[src/rtl/gumnut_port_pkg.sv]
// Shared types for the gumnut port responder: bus and interrupt FSM state
// encodings and the width of the bus wait-state counter.
package gumnut_port_pkg;

    // Wait counter holds WAIT-1, so WAIT values 0..15 fit in four bits.
    localparam int unsigned WAIT_W = 4;

    typedef enum logic [1:0] {
        BUS_IDLE = 2'd0,
        BUS_WAIT = 2'd1,
        BUS_ACK  = 2'd2
    } bus_state_e;

    typedef enum logic [1:0] {
        INT_ST_COUNT = 2'd0,
        INT_ST_REQ   = 2'd1,
        INT_ST_DONE  = 2'd2
    } int_state_e;

endpackage

[src/rtl/gumnut_int_gen.sv]
// Periodic interrupt generator. Counts INT_PERIOD idle cycles, raises
// int_req_o until the CPU acknowledges it, and repeats. After INT_COUNT
// acknowledged interrupts it parks in DONE with int_done_o high; INT_COUNT=0
// means the sequence never ends.
//   clk_i      clock
//   rst_i      async active-low reset
//   int_ack_i  CPU interrupt acknowledge, only honoured while requesting
//   int_req_o  interrupt request (registered)
//   int_done_o all interrupts delivered (registered, sticky until reset)
module gumnut_int_gen
    import gumnut_port_pkg::*;
#(
    parameter int unsigned INT_PERIOD = 25,
    parameter int unsigned INT_COUNT  = 10
) (
    input  logic clk_i,
    input  logic rst_i,
    input  logic int_ack_i,
    output logic int_req_o,
    output logic int_done_o
);

    localparam int unsigned PER_W = (INT_PERIOD > 1) ? $clog2(INT_PERIOD) : 1;
    localparam int unsigned CNT_W = (INT_COUNT == 0) ? 16 : $clog2(INT_COUNT + 1);
    localparam logic [PER_W-1:0] PER_LAST = PER_W'(INT_PERIOD - 1);
    localparam logic [CNT_W-1:0] CNT_LAST = CNT_W'(INT_COUNT - 1);
    localparam logic [CNT_W-1:0] CNT_MAX  = '1;

    int_state_e       state_q, state_d;
    logic [PER_W-1:0] period_q, period_d;
    logic [CNT_W-1:0] issued_q, issued_d;

    // Next-state logic for the interrupt sequencer.
    always_comb begin
        state_d  = state_q;
        period_d = period_q;
        issued_d = issued_q;
        case (state_q)
            INT_ST_COUNT: begin
                if (period_q == PER_LAST) begin
                    state_d  = INT_ST_REQ;
                    period_d = '0;
                end else begin
                    period_d = period_q + 1'b1;
                end
            end
            INT_ST_REQ: begin
                if (int_ack_i) begin
                    // Saturates only matters for the unlimited case.
                    if (issued_q != CNT_MAX) begin
                        issued_d = issued_q + 1'b1;
                    end
                    if ((INT_COUNT != 0) && (issued_q == CNT_LAST)) begin
                        state_d = INT_ST_DONE;
                    end else begin
                        state_d  = INT_ST_COUNT;
                        period_d = '0;
                    end
                end
            end
            INT_ST_DONE: begin
                state_d = INT_ST_DONE;
            end
            default: begin
                state_d  = INT_ST_COUNT;
                period_d = '0;
            end
        endcase
    end

    // State, counters and registered outputs.
    always_ff @(posedge clk_i or negedge rst_i) begin
        if (!rst_i) begin
            state_q    <= INT_ST_COUNT;
            period_q   <= '0;
            issued_q   <= '0;
            int_req_o  <= 1'b0;
            int_done_o <= 1'b0;
        end else begin
            state_q    <= state_d;
            period_q   <= period_d;
            issued_q   <= issued_d;
            int_req_o  <= (state_d == INT_ST_REQ);
            int_done_o <= (state_d == INT_ST_DONE);
        end
    end

endmodule

[src/rtl/gumnut_port_responder.sv]
// Gumnut I/O port responder. Answers CPU port cycles after an optional
// number of wait states: reads stream out of a preloadable buffer through a
// wrapping read pointer, writes are presented on the wr_* capture port. An
// independent interrupt generator exercises the CPU interrupt handshake.
//   clk_i, rst_i                 clock, async active-low reset
//   port_cyc_i/stb_i/we_i        CPU bus cycle, strobe, write enable
//   port_adr_i, port_dat_i       CPU address and write data
//   port_dat_o, port_ack_o       read data and transfer acknowledge
//   int_req_o, int_ack_i         interrupt request / acknowledge
//   int_done_o                   all interrupts delivered
//   load_we_i/adr_i/dat_i        buffer preload port (any cycle)
//   wr_valid_o, wr_adr_o/dat_o   captured CPU write
// DEPTH must be a power of two >= 2; WAIT must be 0..15.
module gumnut_port_responder
    import gumnut_port_pkg::*;
#(
    parameter int unsigned DW         = 8,
    parameter int unsigned AW         = 8,
    parameter int unsigned DEPTH      = 32,
    parameter int unsigned WAIT       = 0,
    parameter int unsigned INT_PERIOD = 25,
    parameter int unsigned INT_COUNT  = 10
) (
    input  logic                     clk_i,
    input  logic                     rst_i,
    input  logic                     port_cyc_i,
    input  logic                     port_stb_i,
    input  logic                     port_we_i,
    input  logic [AW-1:0]            port_adr_i,
    input  logic [DW-1:0]            port_dat_i,
    output logic [DW-1:0]            port_dat_o,
    output logic                     port_ack_o,
    output logic                     int_req_o,
    input  logic                     int_ack_i,
    input  logic                     load_we_i,
    input  logic [$clog2(DEPTH)-1:0] load_adr_i,
    input  logic [DW-1:0]            load_dat_i,
    output logic                     wr_valid_o,
    output logic [AW-1:0]            wr_adr_o,
    output logic [DW-1:0]            wr_dat_o,
    output logic                     int_done_o
);

    localparam int unsigned PTR_W = $clog2(DEPTH);

    bus_state_e        bus_q, bus_d;
    logic [WAIT_W-1:0] wait_q, wait_d;
    logic [PTR_W-1:0]  rd_ptr_q;
    logic              req_we_q;
    logic [AW-1:0]     req_adr_q;
    logic [DW-1:0]     req_dat_q;
    logic [DW-1:0]     buf_q [DEPTH];

    logic              request;
    logic              capture;
    logic              enter_ack;
    logic              eff_we;
    logic [AW-1:0]     eff_adr;
    logic [DW-1:0]     eff_dat;

    assign request = port_cyc_i & port_stb_i;

    // Bus transfer sequencer.
    always_comb begin
        bus_d   = bus_q;
        wait_d  = wait_q;
        capture = 1'b0;
        case (bus_q)
            BUS_IDLE: begin
                if (request) begin
                    capture = 1'b1;
                    if (WAIT == 0) begin
                        bus_d = BUS_ACK;
                    end else begin
                        bus_d  = BUS_WAIT;
                        wait_d = WAIT_W'(WAIT - 1);
                    end
                end
            end
            BUS_WAIT: begin
                // A withdrawn request abandons the transfer without side effects.
                if (!request) begin
                    bus_d = BUS_IDLE;
                end else if (wait_q == '0) begin
                    bus_d = BUS_ACK;
                end else begin
                    wait_d = wait_q - 1'b1;
                end
            end
            BUS_ACK: begin
                bus_d = BUS_IDLE;
            end
            default: begin
                bus_d = BUS_IDLE;
            end
        endcase
    end

    // With no wait states ACK is entered on the detection edge itself, so the
    // live inputs stand in for the not-yet-latched request fields.
    always_comb begin
        enter_ack = (bus_d == BUS_ACK);
        if (bus_q == BUS_IDLE) begin
            eff_we  = port_we_i;
            eff_adr = port_adr_i;
            eff_dat = port_dat_i;
        end else begin
            eff_we  = req_we_q;
            eff_adr = req_adr_q;
            eff_dat = req_dat_q;
        end
    end

    // Bus state, request latch, read pointer and registered bus outputs.
    always_ff @(posedge clk_i or negedge rst_i) begin
        if (!rst_i) begin
            bus_q      <= BUS_IDLE;
            wait_q     <= '0;
            rd_ptr_q   <= '0;
            req_we_q   <= 1'b0;
            req_adr_q  <= '0;
            req_dat_q  <= '0;
            port_ack_o <= 1'b0;
            port_dat_o <= '0;
            wr_valid_o <= 1'b0;
            wr_adr_o   <= '0;
            wr_dat_o   <= '0;
        end else begin
            bus_q      <= bus_d;
            wait_q     <= wait_d;
            port_ack_o <= enter_ack;
            wr_valid_o <= enter_ack & eff_we;
            if (capture) begin
                req_we_q  <= port_we_i;
                req_adr_q <= port_adr_i;
                req_dat_q <= port_dat_i;
            end
            // Buffer read happens before any same-edge load lands: old data wins.
            if (enter_ack && !eff_we) begin
                port_dat_o <= buf_q[rd_ptr_q];
            end
            if (enter_ack && eff_we) begin
                wr_adr_o <= eff_adr;
                wr_dat_o <= eff_dat;
            end
            if ((bus_q == BUS_ACK) && !req_we_q) begin
                rd_ptr_q <= rd_ptr_q + 1'b1;
            end
        end
    end

    // Preload buffer; contents survive reset.
    always_ff @(posedge clk_i) begin
        if (load_we_i) begin
            buf_q[load_adr_i] <= load_dat_i;
        end
    end

    gumnut_int_gen #(
        .INT_PERIOD (INT_PERIOD),
        .INT_COUNT  (INT_COUNT)
    ) u_int_gen (
        .clk_i      (clk_i),
        .rst_i      (rst_i),
        .int_ack_i  (int_ack_i),
        .int_req_o  (int_req_o),
        .int_done_o (int_done_o)
    );

endmodule

[config.mk]
export PLATFORM = sky130hd
export DESIGN_NAME = gumnut_port_responder
export DESIGN_NICKNAME = d
export VERILOG_FILES = /design/src/rtl/gumnut_port_pkg.sv /design/src/rtl/gumnut_int_gen.sv /design/src/rtl/gumnut_port_responder.sv
export SDC_FILE = /design/constraint.sdc
export NUM_CORES = 1
export LEC_CHECK = 0
export ABC_AREA = 1
export CAP_MARGIN = 20
export CORE_ASPECT_RATIO = 0.5
export CORE_UTILIZATION = 54
export CTS_CLUSTER_DIAMETER = 120
export DETAILED_ROUTE_END_ITERATION = 10
export PLACE_DENSITY = 0.83
export SYNTH_ARGS = -nofsm -noshare
export SYNTH_HDL_FRONTEND = slang
export SYNTH_HIERARCHICAL = 1
export SYNTH_SLANG_ARGS = --single-unit
[constraint.sdc]
create_clock -name clk_i -period 1.7 [get_ports clk_i]
set_clock_uncertainty 0.2 [all_clocks]
set_input_delay 0.51 -clock clk_i [delete_from_list [all_inputs] [get_ports clk_i]]
set_output_delay 0.51 -clock clk_i [all_outputs]
set_load 0.005 [all_outputs]
==> images/met1.png <==
The bar under the picture is 50 um long. Supply wires on this layer in gray.
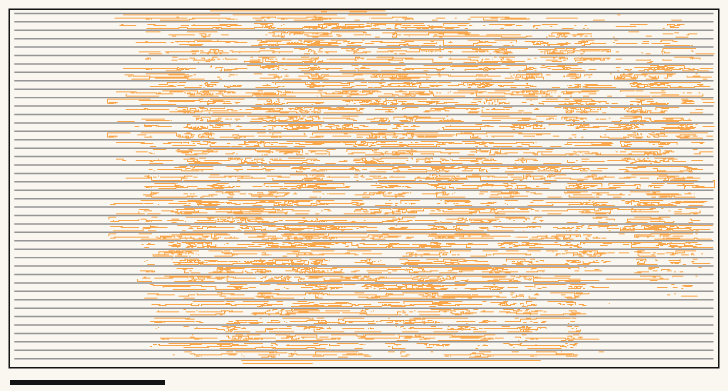
longest straight run: 96.6 um
main direction: horizontal
wire length on this layer: 14,100 um
met1 Resource Use GR: 35.86%
final wirelength: 40,920 um

==> images/met2.png <==
The bar under the picture is 50 um long.
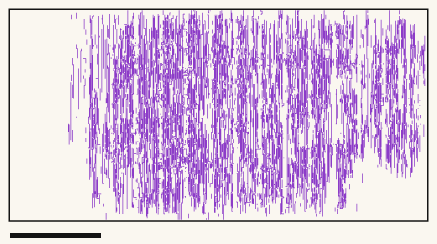
longest straight run: 49.3 um
wire length on this layer: 19,700 um
main direction: vertical
met2 Usage GRT: 50.03%
via count: 11,050

## cell usage in the layout (no fill, tap or decap), drive strengths merged, types with 2 or more instances in the layout
| cell | synthesis | layout |
|---|---|---|
| nand4 | 7 | 7 |
| o21ai | 46 | 46 |
| dfrtp | 67 | 67 |
| xor2 | 7 | 7 |
| buf | 50 | 159 |
| clkbuf | 9 | 36 |
| dlymetal6s2s | 0 | 5 |
| nand2 | 418 | 418 |
| a21oi | 28 | 28 |
| inv | 165 | 164 |
| nor2 | 98 | 98 |
| clkinv | 1 | 14 |
| mux2 | 10 | 10 |
| clkdlybuf4s50 | 0 | 29 |
| xnor2 | 2 | 2 |
| edfxtp | 256 | 256 |
| clkinvlp | 0 | 4 |
| ha | 6 | 6 |
| bufinv | 0 | 6 |
| nand3 | 172 | 172 |
## worst min path at each step
stage / to / slack [ps] / cells after the start / start
after floorplan: bus_q[0] / 10 / 0 / rst_i
after global placement: wr_adr_o[0] / 240 / 1 / rst_i
after detailed placement: wr_dat_o[6] / 240 / 1 / rst_i
after CTS: wr_dat_o[6] / 220 / 2 / rst_i
after global routing: req_dat_q[3] / 240 / 2 / rst_i
final: req_dat_q[3] / 220 / 2 / rst_i
## synth_stat cells (2+ instances only)
cell and n:
o21ai_2 9, mux2_2 10, buf_2 36, o21ai_0 26
nand3_1 171, ha_1 6, a21oi_1 28, xor2_1 7
buf_1 5, nor2_1 95, inv_1 162, dfrtp_1 67
edfxtp_1 256, xnor2_1 2, nand4_1 6, clkbuf_1 9
nand2_1 416, buf_4 6, o21ai_1 11, buf_6 3
nor2_4 2, inv_2 3
## repair_timing
item / in CTS / in global routing
buffers inserted: 24 / 8
hold buffers: 1 / 0
gates resized: 215 / 123
setup endpoints to repair: 116 / 292
pin swaps: 24 / 34
endpoints found under the hold margin: 67 / 0
gates cloned: 6 / 4
==> results.sh <==
# implementation run metrics
export IMPL_maxCapViolCount=0
export IMPL_place_inst=1790
export IMPL_cts_tree="yes"
export IMPL_finalPower_uw=25480
export IMPL_setup_viol=52
export IMPL_layout_setup_ws_ps=-345.9
export IMPL_rsz0062_at_grt="true"
export IMPL_largest_area_cell="edfxtp_1"
export IMPL_p_int_uw=16650
export IMPL_grt_pass1_wl_um=58310
export IMPL_cts_buffers=29
export IMPL_cp_start_kind="register"
export IMPL_synth_mux_area_fraction_pct=0.8117
export IMPL_pwr_share_seq_pct=37.1
export IMPL_crit_fanout=5
export IMPL_wl_per_cell_um=21.73
export IMPL_clkbuf_count=32
export IMPL_worst_setup_path_end_kind="register"
export IMPL_h_tree_depth=1
export IMPL_ios=64
export IMPL_critPathKind="reg2reg"
export IMPL_fp_nets=1388
export IMPL_diodes=0
export IMPL_syn_area_per_cell_um2=10.31
export IMPL_violations="setup timing"
export IMPL_hold_viol=0
export IMPL_use_met3_pct=5.680
export IMPL_ys_sh_xor_pct=0.5682
export IMPL_status="complete, but fails checks"
export IMPL_antenna_left=0
export IMPL_sh_seq_area_pct=52.57
export IMPL_synthTopCellsByArea="edfxtp_1 55%, dfrtp_1 12%, nand2_1 11%"
export IMPL_period_needed_ps=2046
export IMPL_top_usage_layer="met2"
export IMPL_port_buffers=63
export IMPL_ys_sh_adder_pct=0.5411
export IMPL_crit_buf_inv=4
export IMPL_powerDensity_nw_per_um2=1430
export IMPL_gr_total_overflow=0
export IMPL_clk_pin_slew_ps=70
export IMPL_mi_logic_area_um2=4269
export IMPL_p_comb_uw=8950
export IMPL_root_buffer="clkbuf_16"
export IMPL_cpPeakStageDelay_ps=560
export IMPL_fmax_ghz=0.4888
export IMPL_rr_worst_depth=11
export IMPL_clk_latency_ps=570
export IMPL_vdd_drop_max_mv=1.114
export IMPL_core_area_um2=25190
export IMPL_largest_class="sequential cells"
export IMPL_seq_area_um2=9369
export IMPL_rows=41
export IMPL_top_logic_kind="simple AND/OR/NAND/NOR gates"
export IMPL_wl_met3_um=4843
